## config.mk

```make
export PLATFORM = sky130hd
export DESIGN_NAME = regfile_sb
export DESIGN_NICKNAME = d
export VERILOG_FILES = /design/src/rtl/regfile_sb.sv
export SDC_FILE = /design/constraint.sdc
export NUM_CORES = 2
export LEC_CHECK = 0
export CAP_MARGIN = 10
export CORE_AREA = 4 4 299 448
export CTS_BUF_LIST = sky130_fd_sc_hd__clkbuf_4 sky130_fd_sc_hd__clkbuf_8 sky130_fd_sc_hd__clkbuf_16
export DETAILED_ROUTE_END_ITERATION = 12
export DIE_AREA = 0 0 303 452
export PLACE_DENSITY = 0.71
export SYNTH_ARGS = -nofsm -noshare
export SYNTH_HDL_FRONTEND = slang
export SYNTH_SLANG_ARGS = --single-unit
```

## constraint.sdc

```tcl
create_clock -name clk -period 79 [get_ports clk]
set_input_delay 15.8 -clock clk [delete_from_list [all_inputs] [get_ports clk]]
set_output_delay 15.8 -clock clk [all_outputs]
set_load 0.02 [all_outputs]
```

## src/rtl/regfile_sb.sv

```systemverilog
// Register file with two combinational read ports, optional write bypass and a
// per-register busy scoreboard for tracking outstanding producers.
module regfile_sb #(
  parameter int unsigned WIDTH    = 32,
  parameter int unsigned DEPTH    = 32,
  parameter int unsigned AW       = 5,
  parameter int unsigned ZERO_REG = 1,
  parameter int unsigned BYPASS   = 1
) (
  input  logic             clk,
  input  logic             rst,
  input  logic             we,
  input  logic [AW-1:0]    data_adr,
  input  logic [WIDTH-1:0] data_in,
  input  logic [AW-1:0]    a1,
  input  logic [AW-1:0]    a2,
  output logic [WIDTH-1:0] out1,
  output logic [WIDTH-1:0] out2,
  input  logic             iss_valid,
  input  logic [AW-1:0]    iss_rd,
  output logic             busy1,
  output logic             busy2,
  output logic             stall
);

  localparam logic [AW:0] DepthW = (AW+1)'(DEPTH);

  // In range and not the hardwired zero register.
  function automatic logic addr_ok(input logic [AW-1:0] a);
    return ({1'b0, a} < DepthW) && !((ZERO_REG != 0) && (a == '0));
  endfunction

  logic [WIDTH-1:0] rf_q [DEPTH];
  logic [DEPTH-1:0] busy_q, busy_d;
  logic             wr_acc, iss_acc;

  assign wr_acc  = we & ~rst & addr_ok(data_adr);
  assign iss_acc = iss_valid & ~rst & addr_ok(iss_rd);

  // Issue is applied after write-back so a same-edge collision leaves the register busy.
  always_comb begin
    busy_d = busy_q;
    for (int unsigned i = 0; i < DEPTH; i++) begin
      if (wr_acc && (data_adr == AW'(i))) busy_d[i] = 1'b0;
      if (iss_acc && (iss_rd == AW'(i)))  busy_d[i] = 1'b1;
    end
  end

  always_ff @(posedge clk or posedge rst) begin
    if (rst) begin
      busy_q <= '0;
      for (int unsigned i = 0; i < DEPTH; i++) rf_q[i] <= '0;
    end else begin
      busy_q <= busy_d;
      for (int unsigned i = 0; i < DEPTH; i++) begin
        if (wr_acc && (data_adr == AW'(i))) rf_q[i] <= data_in;
      end
    end
  end

  logic [AW-1:0]    ra [2];
  logic [WIDTH-1:0] rd [2];
  logic             rb [2];

  assign ra[0] = a1;
  assign ra[1] = a2;

  always_comb begin
    for (int p = 0; p < 2; p++) begin
      rd[p] = '0;
      rb[p] = 1'b0;
      if (addr_ok(ra[p])) begin
        if ((BYPASS != 0) && wr_acc && (data_adr == ra[p])) begin
          rd[p] = data_in;
        end else begin
          rd[p] = rf_q[ra[p]];
          rb[p] = busy_q[ra[p]];
        end
      end
    end
  end

  assign out1  = rd[0];
  assign out2  = rd[1];
  assign busy1 = rb[0];
  assign busy2 = rb[1];
  assign stall = rb[0] | rb[1];

endmodule
```

Fig. 1: power grid
Pins as bars on the die edge. Tap cells in gray.
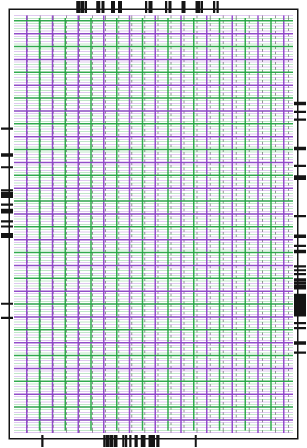
purple -> VSS
green -> VDD
met5 straps = 32
met4 straps = 21
rows = 162

Fig. 2: signal wires by layer
Scale: 1 px per um.
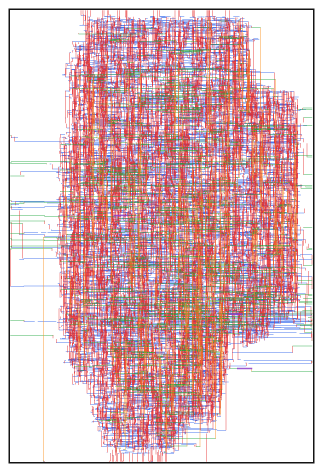
red -> metal 2  # wire length 88.3 mm
orange -> metal 4  # wire length 12600 um
green -> metal 3  # wire length 15200 um
blue -> metal 1  # wire length 66.4 mm
purple -> metal 5  # wire length 38.6 um

==> results.txt <==
Figures from the implementation reports.

- The sequential cell area fraction in the yosys report is 46.4%.
- The synthesized netlist devotes 6.33% of its cell area to compound gates.
- The routed wire length is 183 mm.
- The peak fanout along the critical path reads ~63.
- The post-detailed-route wirelength per cell is roughly 33 um.
- The biggest power consumer among the groups is registers.
- The sequential standard cell area reads 0.0264 sq mm.
- The multiplexer area fraction after synthesis reads 41.3%.
- The number of enable flip-flop cells is 0.
- The cell class contributing the biggest share of worst-path delay reads buffers and inverters.
- The number of buffers inserted during clock tree synthesis reads 102.
- The area fraction in full adders, half adders and majority gates is 0%.
- Per the CTS log, the maximum H-tree level is 3.
- The cell count listed in synth_stat.txt reads 3939.
- The worst register-to-register path depth is 1.
- The static leakage power reads 27.8 nW.
- The via count of the first global-routing pass is 39323.
- The number of nets in the layout reads ~3900.
- The worst clock skew is 0 ps.
- Cells fill 48.5% of the core in the end.
- Overall routing resource usage recorded by global route was 26.6%.
- The distinct cell type count after synthesis is around 64.
- The fraction of met2 tracks used by global routing is around 43%.
- The share of power burned in the clock network is 37.5%.
- The run finished with clean final reports.
- The critical path endpoint category is a primary output.
- The number of gates given a new drive strength after cts is 0.
Fig. 3: met3 routing
Scale: 1 px per um.
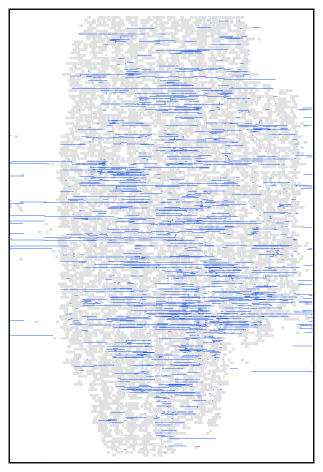
wire length on this layer = 15200 um
nets with wire on the layer = 412
share of all routed wire = 8.4%
longest straight run = 144 um
main direction = horizontal

Fig. 4: metal 2
Scale: 1 px per um.
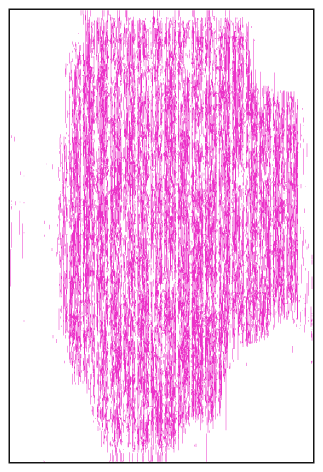
longest straight run = 124 um
nets with wire on the layer = 3575
wire length on this layer = 88.3 mm

-- synthesized netlist by cell type, types with 24 or more instances --
library cell	n	share of area, %
sky130_fd_sc_hd__a22oi_1	56	0.74
sky130_fd_sc_hd__nor2b_1	25	0.27
sky130_fd_sc_hd__o22ai_1	49	0.54
sky130_fd_sc_hd__o221ai_1	35	0.54
sky130_fd_sc_hd__nor2_1	24	0.16
sky130_fd_sc_hd__nand2_1	77	0.51
sky130_fd_sc_hd__a221o_1	51	0.90
sky130_fd_sc_hd__buf_2	132	1.2
sky130_fd_sc_hd__a21oi_1	67	0.59
sky130_fd_sc_hd__a22o_1	28	0.43
sky130_fd_sc_hd__dfrtp_1	1056	46
sky130_fd_sc_hd__buf_1	47	0.31
sky130_fd_sc_hd__mux2i_1	254	4.5
sky130_fd_sc_hd__a211oi_1	48	0.63
sky130_fd_sc_hd__mux4_2	418	17
sky130_fd_sc_hd__clkbuf_1	238	1.6
sky130_fd_sc_hd__buf_4	26	0.34
sky130_fd_sc_hd__a221oi_1	35	0.54
sky130_fd_sc_hd__o21ai_0	29	0.26
sky130_fd_sc_hd__mux2_2	994	20
sky130_fd_sc_hd__mux2_1	29	0.57
-- worst max path at each step --
stage,startpoint,endpoint,slack (ps)
after floorplan,rst,busy_q[0],33460
after global placement,a1[0],out1[11],42780
after detailed placement,a1[0],out1[12],42750
after CTS,a1[0],out1[12],42740
after global routing,a1[0],out1[13],42520
final,a1[0],out1[15],42800
-- cell type report --
cell class | instances | area share [%]
Inverter | 20 | 0.131
Multi-Input combinational cell | 2405 | 45.2
Antenna cell | 1 | 0.00397
Sequential cell | 1056 | 41.9
Clock inverter | 48 | 1.26
Tap cell | 1722 | 3.42
Clock buffer | 141 | 4.75
Timing Repair Buffer | 226 | 3.30
No activity file was given, so power comes from the tool's default toggle rates.
